<file path="config.mk">
export PLATFORM = sky130hd
export DESIGN_NAME = vga_sync_decoder
export DESIGN_NICKNAME = d
export VERILOG_FILES = /design/src/rtl/vga_timing_pkg.sv /design/src/rtl/sync_edge_detect.sv /design/src/rtl/vga_sync_decoder.sv
export SDC_FILE = /design/constraint.sdc
export NUM_CORES = 1
export LEC_CHECK = 0
export CAP_MARGIN = 5
export CORE_MARGIN = 3
export CORE_UTILIZATION = 40
export DETAILED_ROUTE_END_ITERATION = 10
export PLACE_DENSITY = 0.71
export SLEW_MARGIN = 5
export SYNTH_ARGS = -nofsm -noshare
export SYNTH_HDL_FRONTEND = slang
export SYNTH_SLANG_ARGS = --single-unit
</file>
<file path="constraint.sdc">
create_clock -name CLKt -period 5.8 [get_ports CLKt]
set_input_delay 0.58 -clock CLKt [delete_from_list [all_inputs] [get_ports CLKt]]
set_output_delay 0.58 -clock CLKt [all_outputs]
set_load 0.02 [all_outputs]
</file>
<file path="src/rtl/vga_timing_pkg.sv">
// Shared 800x600@72 timing constants and the sync decoder FSM state type.
// The same constants are used by the VGA timing generator.
package vga_timing_pkg;

  localparam int VGA_H_TOTAL  = 1040;
  localparam int VGA_H_SYNC   = 120;
  localparam int VGA_H_BACK   = 64;
  localparam int VGA_H_ACTIVE = 800;
  localparam int VGA_V_TOTAL  = 666;
  localparam int VGA_V_SYNC   = 6;
  localparam int VGA_V_BACK   = 23;
  localparam int VGA_V_ACTIVE = 600;

  localparam int HPOS_W = 11;
  localparam int VPOS_W = 10;

  typedef enum logic [1:0] {
    SEARCH  = 2'd0,
    MEASURE = 2'd1,
    LOCK    = 2'd2
  } state_t;

endpackage

</file>
<file path="src/rtl/sync_edge_detect.sv">
// Synchronises one raw sync input, normalises it to active-high and flags
// the leading edge of each pulse.
module sync_edge_detect #(
  parameter bit POL = 1'b1
) (
  input  logic CLKt,
  input  logic RST,
  input  logic din,
  output logic lvl,
  output logic lead
);

  logic meta_q, meta_d;
  logic sync_q, sync_d;
  logic lvl_q, lvl_d;
  logic dly_q, dly_d;

  always_comb begin
    meta_d = din;
    sync_d = meta_q;
    lvl_d  = sync_q ^ ~POL;
    dly_d  = lvl_q;
  end

  // Raw flops reset to the idle level so release from reset never looks like an edge.
  always_ff @(posedge CLKt) begin
    if (RST) begin
      meta_q <= ~POL;
      sync_q <= ~POL;
      lvl_q  <= 1'b0;
      dly_q  <= 1'b0;
    end else begin
      meta_q <= meta_d;
      sync_q <= sync_d;
      lvl_q  <= lvl_d;
      dly_q  <= dly_d;
    end
  end

  assign lvl  = lvl_q;
  assign lead = lvl_q & ~dly_q;

endmodule

</file>
<file path="src/rtl/vga_sync_decoder.sv">
// Recovers pixel position from raw HSYNC/VSYNC, measures line/frame length
// and reports lock against the expected video timing.
module vga_sync_decoder
  import vga_timing_pkg::*;
#(
  parameter int H_TOTAL     = VGA_H_TOTAL,
  parameter int H_SYNC      = VGA_H_SYNC,
  parameter int H_BACK      = VGA_H_BACK,
  parameter int H_ACTIVE    = VGA_H_ACTIVE,
  parameter int V_TOTAL     = VGA_V_TOTAL,
  parameter int V_SYNC      = VGA_V_SYNC,
  parameter int V_BACK      = VGA_V_BACK,
  parameter int V_ACTIVE    = VGA_V_ACTIVE,
  parameter bit HS_POL      = 1'b1,
  parameter bit VS_POL      = 1'b1,
  parameter int LOCK_FRAMES = 2
) (
  input  logic              CLKt,
  input  logic              RST,
  input  logic              HSYNC_IN,
  input  logic              VSYNC_IN,
  output logic [HPOS_W-1:0] HPOS,
  output logic [VPOS_W-1:0] VPOS,
  output logic              ACTIVE,
  output logic              LOCKED,
  output logic [HPOS_W-1:0] LINE_LEN,
  output logic [VPOS_W-1:0] FRAME_LINES,
  output logic              ERR
);

  localparam int GW = $clog2(LOCK_FRAMES + 1);
  localparam logic [HPOS_W:0]   H_TOT_W  = (HPOS_W+1)'(H_TOTAL);
  localparam logic [VPOS_W:0]   V_TOT_W  = (VPOS_W+1)'(V_TOTAL);
  localparam logic [HPOS_W-1:0] H_ACT_LO = HPOS_W'(H_SYNC + H_BACK);
  localparam logic [HPOS_W-1:0] H_ACT_HI = HPOS_W'(H_SYNC + H_BACK + H_ACTIVE);
  localparam logic [VPOS_W-1:0] V_ACT_LO = VPOS_W'(V_SYNC + V_BACK);
  localparam logic [VPOS_W-1:0] V_ACT_HI = VPOS_W'(V_SYNC + V_BACK + V_ACTIVE);
  localparam logic [HPOS_W-1:0] HPOS_MAX = '1;
  localparam logic [VPOS_W-1:0] VPOS_MAX = '1;
  localparam logic [GW-1:0]     LOCK_CNT = GW'(LOCK_FRAMES);

  logic h_lead, v_lead, hs_lvl_unused, vs_lvl_unused;

  sync_edge_detect #(.POL(HS_POL)) u_hs_edge (
    .CLKt(CLKt), .RST(RST), .din(HSYNC_IN), .lvl(hs_lvl_unused), .lead(h_lead)
  );
  sync_edge_detect #(.POL(VS_POL)) u_vs_edge (
    .CLKt(CLKt), .RST(RST), .din(VSYNC_IN), .lvl(vs_lvl_unused), .lead(v_lead)
  );

  logic [HPOS_W-1:0] hpos_q, hpos_d, line_len_q, line_len_d;
  logic [VPOS_W-1:0] vpos_q, vpos_d, frame_lines_q, frame_lines_d;
  logic [GW-1:0]     good_cnt_q, good_cnt_d, good_inc;
  state_t            state_q, state_d;
  logic              line_bad_q, line_bad_d, locked_q, locked_d, err_q, err_d;

  // Lengths are one wider than the counters so a saturated count never aliases.
  logic [HPOS_W:0] line_len_next;
  logic [VPOS_W:0] frame_len_next;
  logic            h_bad, v_bad, h_miss, frame_ok;

  always_comb begin
    line_len_next  = {1'b0, hpos_q} + 1'b1;
    frame_len_next = {1'b0, vpos_q} + 1'b1;
    h_bad          = h_lead && (line_len_next != H_TOT_W);
    v_bad          = v_lead && (frame_len_next != V_TOT_W);
    h_miss         = !h_lead && (hpos_q == HPOS_MAX - 1'b1);
    frame_ok       = (frame_len_next == V_TOT_W) && !line_bad_q && !h_bad;
    good_inc       = good_cnt_q + GW'(1);
  end

  always_comb begin
    hpos_d        = hpos_q;
    vpos_d        = vpos_q;
    line_len_d    = line_len_q;
    frame_lines_d = frame_lines_q;
    if (h_lead) begin
      hpos_d     = '0;
      line_len_d = line_len_next[HPOS_W-1:0];
      if (vpos_q != VPOS_MAX) vpos_d = vpos_q + 1'b1;
    end else if (hpos_q != HPOS_MAX) begin
      hpos_d = hpos_q + 1'b1;
    end
    if (v_lead) begin
      vpos_d        = '0;
      frame_lines_d = frame_len_next[VPOS_W-1:0];
    end
  end

  always_comb begin
    state_d    = state_q;
    good_cnt_d = good_cnt_q;
    locked_d   = locked_q;
    err_d      = 1'b0;
    line_bad_d = line_bad_q | h_bad;
    case (state_q)
      SEARCH: begin
        if (v_lead) begin
          state_d    = MEASURE;
          good_cnt_d = '0;
          line_bad_d = 1'b0;
        end
      end
      MEASURE: begin
        if (v_lead) begin
          line_bad_d = 1'b0;
          if (!frame_ok) begin
            good_cnt_d = '0;
          end else begin
            good_cnt_d = good_inc;
            if (good_inc == LOCK_CNT) begin
              state_d  = LOCK;
              locked_d = 1'b1;
            end
          end
        end
      end
      LOCK: begin
        // h_miss fires only on the step into saturation, so a dead HSYNC gives one pulse.
        if (h_bad || v_bad || h_miss) begin
          state_d    = MEASURE;
          err_d      = 1'b1;
          locked_d   = 1'b0;
          good_cnt_d = '0;
          line_bad_d = 1'b0;
        end
      end
      default: state_d = SEARCH;
    endcase
  end

  always_ff @(posedge CLKt) begin
    if (RST) begin
      hpos_q        <= '0;
      vpos_q        <= '0;
      line_len_q    <= '0;
      frame_lines_q <= '0;
      good_cnt_q    <= '0;
      state_q       <= SEARCH;
      line_bad_q    <= 1'b0;
      locked_q      <= 1'b0;
      err_q         <= 1'b0;
    end else begin
      hpos_q        <= hpos_d;
      vpos_q        <= vpos_d;
      line_len_q    <= line_len_d;
      frame_lines_q <= frame_lines_d;
      good_cnt_q    <= good_cnt_d;
      state_q       <= state_d;
      line_bad_q    <= line_bad_d;
      locked_q      <= locked_d;
      err_q         <= err_d;
    end
  end

  assign HPOS        = hpos_q;
  assign VPOS        = vpos_q;
  assign LINE_LEN    = line_len_q;
  assign FRAME_LINES = frame_lines_q;
  assign LOCKED      = locked_q;
  assign ERR         = err_q;
  assign ACTIVE      = locked_q && (hpos_q >= H_ACT_LO) && (hpos_q < H_ACT_HI) &&
                       (vpos_q >= V_ACT_LO) && (vpos_q < V_ACT_HI);

endmodule

</file>
Run 1, signal wires on met1:
The bar under the picture is 20 microns long.
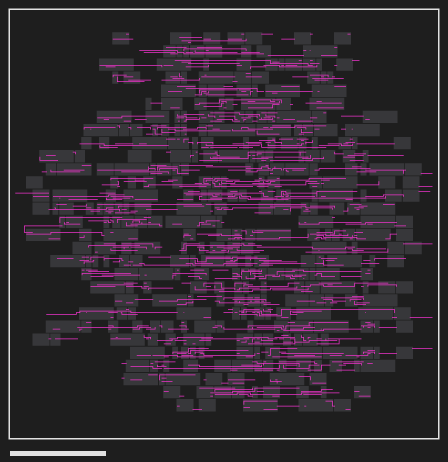
share of all routed wire: 49%
main direction: horizontal
wire length on this layer: 2,910 microns
longest straight run: 23.9 microns
nets with wire on the layer: 328

Run 1, routing congestion map:
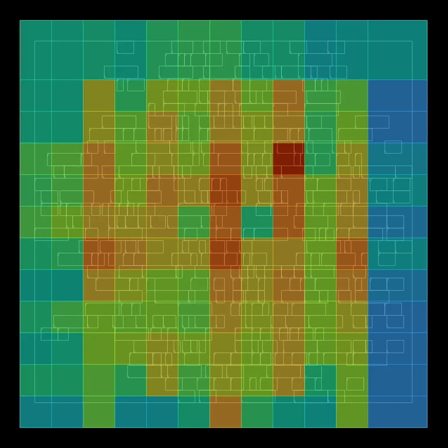
met3 GRT Util: 0.0410
met1 Use GR: 0.210

==> impl_metrics.env, run 1 <==
# implementation run metrics
export IMPL_rsz0062_at_grt="no"
export IMPL_clk_insertion_delay_late_ns=0.33
export IMPL_clk_path_buf_depth=2
export IMPL_powerDensity_nw_per_um2=232
export IMPL_vias=2282
export IMPL_met2_length_microns=2700
export IMPL_num_fill_cells=613
export IMPL_cts_tree="built"
export IMPL_ctsRootBufferMaster="clkbuf_8"
export IMPL_worst_setup_path_start_kind="flip-flop"
export IMPL_overflow=0
export IMPL_relSlewSlack=0.453
export IMPL_die_w_microns=88.8
export IMPL_rows=29
export IMPL_worstHoldStart="u_hs_edge.meta_q$_SDFF_PP0_"
export IMPL_die_h_microns=88.8
export IMPL_syn_inst=317
export IMPL_fin_crit_ns=3.26
export IMPL_edf_count=0
export IMPL_grt_max_degree=28
export IMPL_place_congestion=0.894
export IMPL_initCoreUtil=0.423
export IMPL_arrival_ns=2.68
export IMPL_ff_type="dfxtp_1"
export IMPL_drive_gt1_frac=0.0694
export IMPL_numCtsBuffers=9
export IMPL_reg2reg_depth=8
export IMPL_dr_max_layer_used="met4"
export IMPL_hold_end="u_hs_edge.lvl_d$_SDFF_PP0_"
export IMPL_cp_max_fo=10
export IMPL_timing_rr_start="VPOS[0]$_SDFFE_PP0P_"
export IMPL_final_seq_area_sq_um=1140
export IMPL_n_antenna_cell=0
export IMPL_die_area_sq_um=7890
export IMPL_reg2reg_to="good_cnt_q[1]$_SDFFE_PP0P_"
export IMPL_ys_ff=57
export IMPL_ctsHoldBuffers=0
export IMPL_cts_resized=0
export IMPL_io_pins=49
export IMPL_drtPass1Iterations=5
export IMPL_ys_warn_count=0
export IMPL_antenna_left=0
export IMPL_wl_met1_microns=2910
export IMPL_hold_class="flip-flop to flip-flop"
export IMPL_worstSetupPathType="flip-flop to primary output"
export IMPL_status="complete, no violations"
export IMPL_avgSynthCellArea_sq_um=8.66
export IMPL_synthesis_nets=329
export IMPL_slew_violations=0
export IMPL_coreArea_sq_um=6490
export IMPL_most_common_cell="dfxtp_1"
export IMPL_ys_top_cells_by_count="dfxtp_1, nor2_1, a211oi_1"
export IMPL_setup_viol=0
export IMPL_grt_pass1_wl_microns=9950
export IMPL_r2r_setup_slack_ns=2.97
export IMPL_post_cts_buffers=0
export IMPL_antenna_found_initial=0
export IMPL_cts_clk_slew_worst_paths_ns=0.06
export IMPL_maxCapViolCount=0
Run 1, close-up of the layout:
The bar under the picture is 5 microns long. Window x 57 to 77, y 57 to 77 microns. Cells in grey, sequential cells in the stronger grey; small squares are vias.
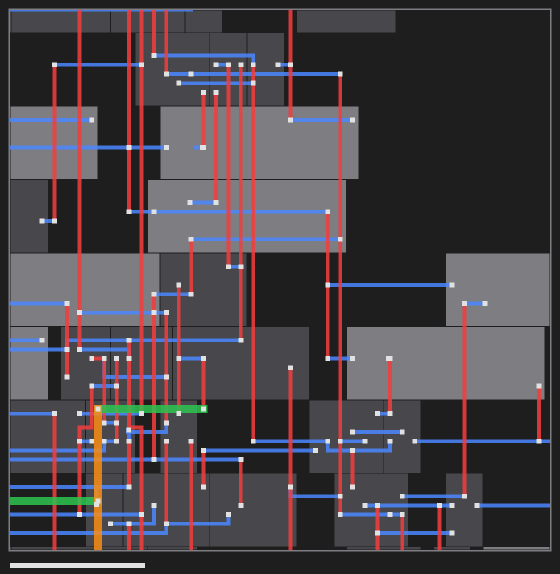
[green] M3
[red] M2
[orange] M4
[blue] M1
most frequent: dfxtp_1 (5), nor2_1 (4), a211oi_1 (3)
sequential cells in the window: 5
netlist names of flops here include: FRAME_LINES (3), VPOS (2)
cells with their middle in the window: 22

## run 1: state kept, by name (all words and copies together), names as in the netlist, 2 cells and up
name	count
VPOS	10
state_q	2
HPOS	11
FRAME_LINES	10
LINE_LEN	11
good_cnt_q	2
## run 1: kinds of logic after synthesis
logic type / synth area share
AND/OR/NAND/NOR: 0.240
AND-OR/OR-AND: 0.178
XOR/XNOR: 0.0670
adder cells (fa/ha/maj): 0.0365
buffers and inverters: 0.0551
multiplexers: 0.00775
flip-flops: 0.416
## run 1: critical path, stage by stage, from the launching register on
cell and delay, ns:
dfxtp_1 0.41, inv_1 0.10, ha_1 0.14, inv_1 0.04, a21o_1 0.17, a41oi_1 0.22, nor3b_1 0.07, a2111oi_0 0.49
clkdlybuf4s50_1 0.71
## run 1: metal layers
metal / vias up / track usage
met5: - / 0
met4: 0 / 0.0742
met3: 7 / 0.0410
met2: 39 / 0.255
met1: 1046 / 0.210
li1: 1190 / -
## run 1: per-stage QoR
| step | instances | hold WS [ns] | total power, mW | utilization |
|---|---|---|---|---|
| 2_1_floorplan | 317 | 0.414 | 0.454 | - |
| 3_3_place_gp | 421 | 0.418 | 0.476 | 0.497 |
| 3_5_place_dp | 421 | 0.424 | 0.478 | 0.497 |
| 4_1_cts | 437 | 0.440 | 0.805 | 0.524 |
| 5_1_grt | 437 | 0.458 | 0.829 | 0.524 |
| 6_report | 437 | 0.436 | 0.791 | 0.524 |
## run 1: where the power goes
| group | internal [mW] | switching [mW] | total [mW] |
|---|---|---|---|
| Sequential | 0.401 | 0.00802 | 0.409 |
| Combinational | 0.0260 | 0.0329 | 0.0590 |
| Clock | 0.176 | 0.147 | 0.323 |
## run 1: cell type report
class / instances / area share
sequential: 57 / 0.335
clock inverter: 3 / 0.00441
clock buffer: 13 / 0.0467
multi-input combinational: 226 / 0.427
inverter: 10 / 0.0110
timing repair buffer: 51 / 0.148
tap: 77 / 0.0283
## run 1: placed cells by master, fill, tap and decap left out, types with 4 or more instances in the layout
master	count
nor2b_1	12
nand3_1	11
dfxtp_1	57
nor2_1	43
nand2_1	18
clkbuf_8	11
xnor2_1	15
clkdlybuf4s50_1	48
ha_1	8
xor2_1	6
nand4_1	4
nand2b_1	5
nor3_1	11
or3_1	5
a211oi_1	20
o21ai_0	5
a21oi_1	16
inv_1	10
## run 1: worst max path at each step
stage,start,endpoint,slack [ns],depth (start not counted)
after detailed placement,VPOS[1]$_SDFFE_PP0P_,ACTIVE,2.85,8
after global placement,VPOS[0]$_SDFFE_PP0P_,ACTIVE,2.79,8
after global routing,VPOS[1]$_SDFFE_PP0P_,ACTIVE,2.38,8
after CTS,VPOS[0]$_SDFFE_PP0P_,ACTIVE,2.48,8
final,VPOS[0]$_SDFFE_PP0P_,ACTIVE,2.54,8
after floorplan,VPOS[0]$_SDFFE_PP0P_,ACTIVE,2.98,7
==> run 1 -> run 2 <==
--- a/config.mk
+++ b/config.mk
@@ -9,7 +9,7 @@
 export CORE_MARGIN = 3
 export CORE_UTILIZATION = 40
 export DETAILED_ROUTE_END_ITERATION = 10
-export PLACE_DENSITY = 0.71
+export PLACE_DENSITY = 0.74
 export SLEW_MARGIN = 5
 export SYNTH_ARGS = -nofsm -noshare
 export SYNTH_HDL_FRONTEND = slang
==> constraint.sdc (replaced) <==
create_clock -name CLKt -period 2.7 [get_ports CLKt]
set_input_delay 0.27 -clock CLKt [delete_from_list [all_inputs] [get_ports CLKt]]
set_output_delay 0.27 -clock CLKt [all_outputs]
set_load 0.02 [all_outputs]
Run 2, signal metal coverage by tile:
The die is cut into 18 by 18 equal tiles; white is low, dark blue is high, scaled to the fullest tile. Values are wire area over tile area, all layers added.
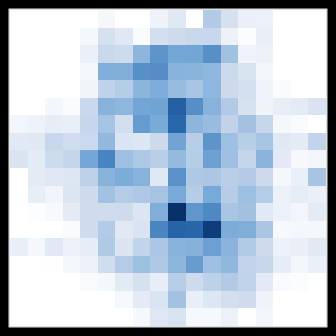
mean over tiles: 0.13
densest ninth of the die: centre
tiles over half the peak: 8.3%

Run 2, routing congestion map:
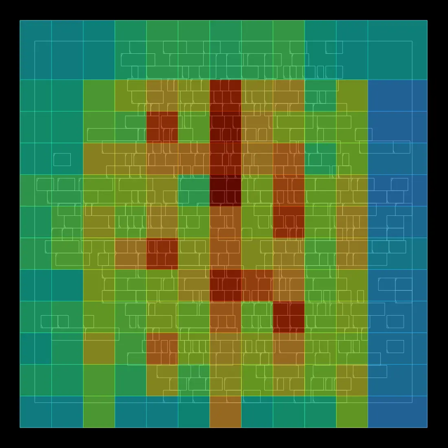
GRT Total Usage: 0.169
grt peak-use layer: met2
DR WL/cell: 13.7 microns
GRT met2 Usage: 0.242
met1 Use GR: 0.225

==> run 2 against run 1 <==
Sequential share of layout area fell by 1.5 points. Hold slack barely moved. Clock-buffer cell count rose by 1. Clock power rose to 2.5 times the previous value. Setup slack got worse by 2.3 ns. Design area rose by 4.9%. Highest routed layer unchanged.
==> impl_metrics.env, run 2 <==
# implementation run metrics
export IMPL_vias=2421
export IMPL_clockPowerShare=0.448
export IMPL_drive_gt1_frac=0.119
export IMPL_die_h_microns=88.8
export IMPL_topCombFamilyByArea="simple AND/OR/NAND/NOR gates"
export IMPL_hold_ws_ns=0.437
export IMPL_worstSetupPathType="flip-flop to primary output"
export IMPL_mostFrequentLayoutCells="dfxtp_1, clkdlybuf4s50_1, nor2_1, a211oi_1, buf_4"
export IMPL_synth_simple_area_share=0.240
export IMPL_ctsHoldBuffers=0
export IMPL_powerDensity_nw_per_um2=514
export IMPL_maxCapViolCount=0
export IMPL_p_comb_frac=0.074
export IMPL_synthesis_nets=329
export IMPL_intPower_mw=1.42
export IMPL_place_congestion=0.876
export IMPL_power_switching_uw=411
export IMPL_rsz0062_at_grt="no"
export IMPL_overflow=0
export IMPL_die_w_microns=88.8
export IMPL_most_common_cell="dfxtp_1"
export IMPL_grt_max_degree=26
export IMPL_clk_path_buf_depth=2
export IMPL_initCoreUtil=0.423
export IMPL_ff_type="dfxtp_1"
export IMPL_rows=29
export IMPL_antenna_left=0
export IMPL_xor_area_frac=0.0670
export IMPL_stdcell_count=454
export IMPL_numCtsBuffers=9
export IMPL_worst_setup_path_start_kind="flip-flop"
export IMPL_arrival_ns=2.23
export IMPL_ys_warn_count=0
export IMPL_layout_cells_most_common="dfxtp_1"
export IMPL_fa_ha_area_frac=0.0365
export IMPL_power_mw=1.83
export IMPL_status="complete, no violations"
export IMPL_relSlewSlack=0.599
Run 2, signal wires on met1:
The bar under the picture is 20 microns long.
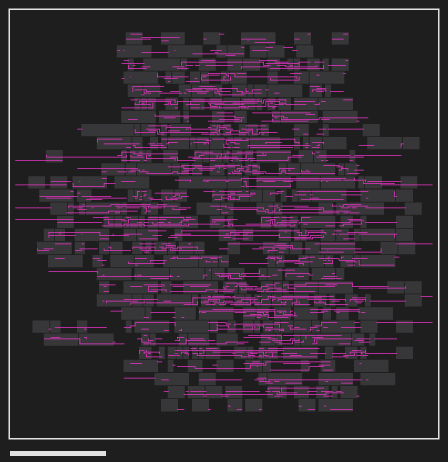
share of all routed wire: 48%
longest straight run: 24.4 microns
nets with wire on the layer: 343

run 2: cell counts after synthesis:
No cell type changed its count.
run 2: power by group through the flow:
| stage | clock, mW | combinational (mW) | sequential [mW] |
|---|---|---|---|
| 2_1_floorplan | 0 | 0.0617 | 0.913 |
| 3_3_place_gp | 0 | 0.134 | 0.895 |
| 3_5_place_dp | 0 | 0.135 | 0.896 |
| 6_report | 0.823 | 0.135 | 0.877 |
| 4_1_cts | 0.838 | 0.136 | 0.877 |
| 5_1_grt | 0.894 | 0.148 | 0.879 |
run 2: path summary, 6_finish.rpt:
path	depth (start not counted)	from	slack, ns	end
worst max-delay path	9	VPOS[1]$_SDFFE_PP0P_	0.20	ACTIVE
worst min-delay path	1	u_hs_edge.meta_q$_SDFF_PP0_	0.44	u_hs_edge.lvl_d$_SDFF_PP0_
worst max register to register	8	VPOS[1]$_SDFFE_PP0P_	0.22	good_cnt_q[1]$_SDFFE_PP0P_
worst min register to register	1	u_hs_edge.meta_q$_SDFF_PP0_	0.44	u_hs_edge.lvl_d$_SDFF_PP0_
run 2: kinds of logic (layout without fill, tap and decap cells):
logic type	Yosys count	in the layout
AOI/OAI and AO/OA	67	67
xor gates and xnor gates	21	21
adders and majority gates	8	8
buffers and inverters	34	94
DFF	57	57
muxes	2	2
and+or+nand+nor	128	128
run 2: layout make-up:
| type | instances | area, sq um |
|---|---|---|
| clock buffer | 14 | 173 |
| timing repair buffer | 68 | 629 |
| inverter | 10 | 37.5 |
| fill | 586 | 2920 |
| multi-input combinational | 226 | 1460 |
| tap | 77 | 96.3 |
| clock inverter | 2 | 35.0 |
| sequential | 57 | 1140 |
run 2: layer usage:
| metal | GRT usage | wire length, microns |
|---|---|---|
| met1 | 0.225 | 3000 |
| met2 | 0.242 | 2810 |
| met3 | 0.0670 | 296 |
| met4 | 0.0714 | 113 |
| met5 | 0 | 0 |
run 2: per-stage QoR:
stage / worst slack (ns) / area (sq um)
after floorplan: 0.0572 / 2750
after global placement: 0.226 / 3360
after detailed placement: 0.153 / 3360
after CTS: 0.112 / 3560
after global routing: 0.0338 / 3570
final: 0.204 / 3570
run 2: what timing repair did:
item / CTS / global route
cloned: 0 / 0
setup endpoints to repair: 1 / 2
buffers inserted: 0 / 0
resized: 1 / 4
run 2: critical path, cell delays in order, from the launching register on:
cell	delay (ns)
dfxtp_1	0.31
inv_1	0.11
ha_1	0.15
inv_1	0.05
a21o_1	0.17
a41oi_1	0.21
nor3b_1	0.07
a2111oi_1	0.32
buf_4	0.18
dlygate4sd2_1	0.32
==> run 2 -> run 3 <==
--- a/config.mk
+++ b/config.mk
@@ -5,11 +5,12 @@
 export SDC_FILE = /design/constraint.sdc
 export NUM_CORES = 1
 export LEC_CHECK = 0
-export CAP_MARGIN = 5
+export CAP_MARGIN = 10
 export CORE_MARGIN = 3
-export CORE_UTILIZATION = 40
+export CORE_UTILIZATION = 47
 export DETAILED_ROUTE_END_ITERATION = 10
-export PLACE_DENSITY = 0.74
+export HOLD_SLACK_MARGIN = 0.08
+export PLACE_DENSITY = 0.83
 export SLEW_MARGIN = 5
 export SYNTH_ARGS = -nofsm -noshare
 export SYNTH_HDL_FRONTEND = slang
Run 3, routing congestion map:
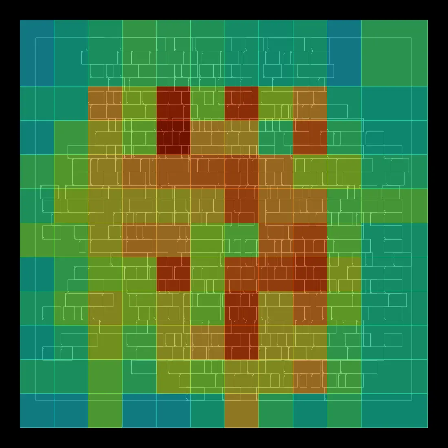
GRT met2 Usage: 0.292
DR WL/cell: 13.5 microns
GRT Total Usage: 0.195
met1 Use GR: 0.258

Run 3, routed metal, one colour a layer:
The bar under the picture is 20 microns long. Two of the layers only.
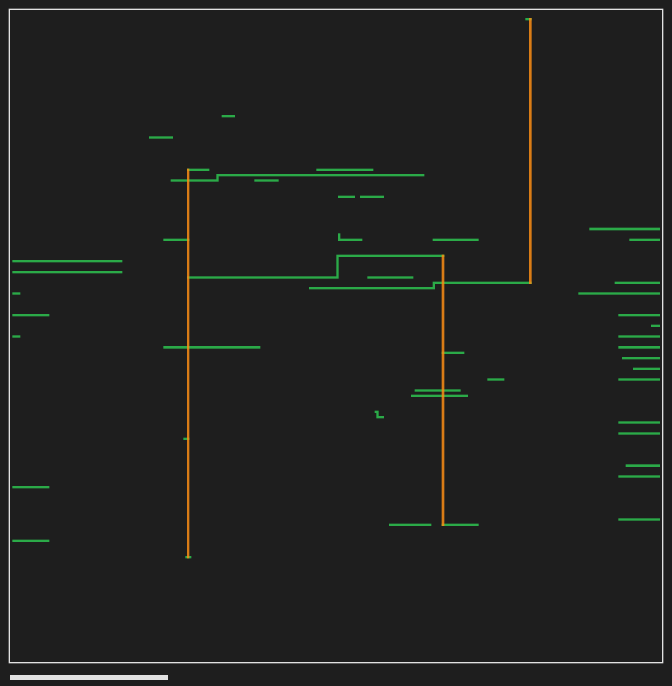
[orange] M4 | wire length: 116 microns
[green] M3 | wire length: 296 microns

==> run 3 against run 2 <==
Final cell count is 1.5% lower. Clock-buffer cell count down 1. Synthesized cell count unchanged. Hold slack improved by 0.0030 ns. Die area fell by 14%. Via count rose by 0.37%. Clock power decreased by 15%. Power decreased by 6.9%. Global-route usage increased by 2.6 points. Critical endpoint is now good_cnt_q[1]$_SDFFE_PP0P_. Largest cell class unchanged.
==> impl_metrics.env, run 3 <==
# implementation run metrics
export IMPL_n_antenna_cell=0
export IMPL_clk_insertion_delay_late_ns=0.34
export IMPL_antenna_left=0
export IMPL_grt_max_degree=25
export IMPL_worstHoldStart="u_hs_edge.lvl_d$_SDFF_PP0_"
export IMPL_ys_warn_count=0
export IMPL_slew_violations=0
export IMPL_die_area_sq_um=6790
export IMPL_post_cts_buffers=0
export IMPL_hold_end="u_hs_edge.lvl$_SDFF_PP0_"
export IMPL_clk_path_buf_depth=2
export IMPL_worst_setup_path_start_kind="flip-flop"
export IMPL_coreArea_sq_um=5570
export IMPL_drive_gt1_frac=0.115
export IMPL_layout_cells_most_common="dfxtp_1"
export IMPL_clockPowerShare=0.409
export IMPL_rows=27
export IMPL_ff_type="dfxtp_1"
export IMPL_relSlewSlack=0.503
export IMPL_drtPass1Iterations=5
export IMPL_sequentialPowerShare=0.514
export IMPL_die_h_microns=82.4
export IMPL_cts_tree="built"
export IMPL_edf_count=0
export IMPL_final_seq_area_sq_um=1140
export IMPL_most_common_cell="dfxtp_1"
export IMPL_fin_crit_ns=2.55
export IMPL_place_congestion=0.911
export IMPL_power_switching_uw=408
export IMPL_powerDensity_nw_per_um2=485
export IMPL_dpl_cell_area_sq_um=3340
export IMPL_die_w_microns=82.4
export IMPL_overflow=0
export IMPL_intPower_mw=1.30
export IMPL_p_sw_frac=0.239
export IMPL_hold_class="flip-flop to flip-flop"
export IMPL_hold_ws_ns=0.440
export IMPL_initCoreUtil=0.492
export IMPL_grt_pass1_wl_microns=10100
export IMPL_syn_inst=317
export IMPL_reg2reg_depth=8
export IMPL_status="complete, no violations"
export IMPL_design_area_sq_um=3520
export IMPL_ctsHoldBuffers=0
export IMPL_reg2reg_to="good_cnt_q[1]$_SDFFE_PP0P_"
Run 3, signal metal coverage by tile:
The die is cut into 16 by 16 equal tiles; white is low, dark blue is high, scaled to the fullest tile. Values are wire area over tile area, all layers added.
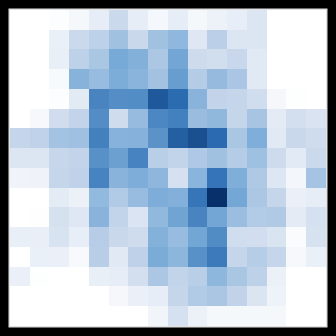
nearly empty tiles: 21%
fullest tile: 0.59
mean over tiles: 0.14
tiles over half the peak: 12%

run 3: cell counts after synthesis:
No cell type changed its count.
run 3: layer usage:
layer / track usage / routed length [microns]
met1: 0.258 / 2840
met2: 0.292 / 2790
met3: 0.0488 / 296
met4: 0.103 / 116
met5: 0 / 0
run 3: metrics by stage:
step,worst slack [ns],util,std cells,power [mW]
2_1_floorplan,0.0572,-,317,0.975
3_3_place_gp,0.0580,0.599,431,1.02
3_5_place_dp,0.0366,0.599,431,1.03
4_1_cts,0.126,0.631,447,1.72
5_1_grt,0.00455,0.631,447,1.78
6_report,0.150,0.631,447,1.71
run 3: what timing repair did:
action / in CTS / in global routing
endpoints found under the setup margin: 1 / 2
pin swaps: 1 / 0
resized: 4 / 2
run 3: power by group through the flow:
stage | clock (mW) | combinational (mW) | sequential (mW)
final | 0.699 | 0.130 | 0.878
after global routing | 0.755 | 0.145 | 0.881
after CTS | 0.712 | 0.132 | 0.878
after detailed placement | 0 | 0.132 | 0.897
after global placement | 0 | 0.128 | 0.896
after floorplan | 0 | 0.0617 | 0.913
run 3: worst max-delay path by stage:
stage / start / endpoint / cells after the start
floorplan: VPOS[0]$_SDFFE_PP0P_ / good_cnt_q[1]$_SDFFE_PP0P_ / 8
detailed placement: VPOS[0]$_SDFFE_PP0P_ / ACTIVE / 9
global placement: VPOS[0]$_SDFFE_PP0P_ / ACTIVE / 9
global route: HPOS[0]$_SDFFE_PP0P_ / good_cnt_q[1]$_SDFFE_PP0P_ / 9
finish: HPOS[0]$_SDFFE_PP0P_ / good_cnt_q[1]$_SDFFE_PP0P_ / 8
CTS: VPOS[2]$_SDFFE_PP0P_ / good_cnt_q[1]$_SDFFE_PP0P_ / 7
run 3: logic make-up (layout without fill, tap and decap cells):
kind of cell | after synthesis | in the layout | synth area share
AOI/OAI and AO/OA | 67 | 67 | 0.178
xor gates and xnor gates | 21 | 21 | 0.0670
adders and majority gates | 8 | 8 | 0.0365
buffers and inverters | 34 | 92 | 0.0551
DFF | 57 | 57 | 0.416
muxes | 2 | 2 | 0.00775
and+or+nand+nor | 128 | 128 | 0.240
run 3: layout make-up:
cell class                 count  share of cell area
inverter                      10              0.0107
tap                           72              0.0256
multi-input combinational    226               0.415
timing repair buffer          66               0.175
clock buffer                  13              0.0451
clock inverter                 3             0.00427
sequential                    57               0.325
run 3: worst max-delay path: stages, from the launching register on:
cell	delay (ns)
dfxtp_1	0.47
ha_1	0.29
nand4_1	0.15
or3_1	0.36
a311o_1	0.38
o211ai_1	0.10
nor2_1	0.11
o221ai_2	0.23
mux2_1	0.34
No activity file was given, so power comes from the tool's default toggle rates.
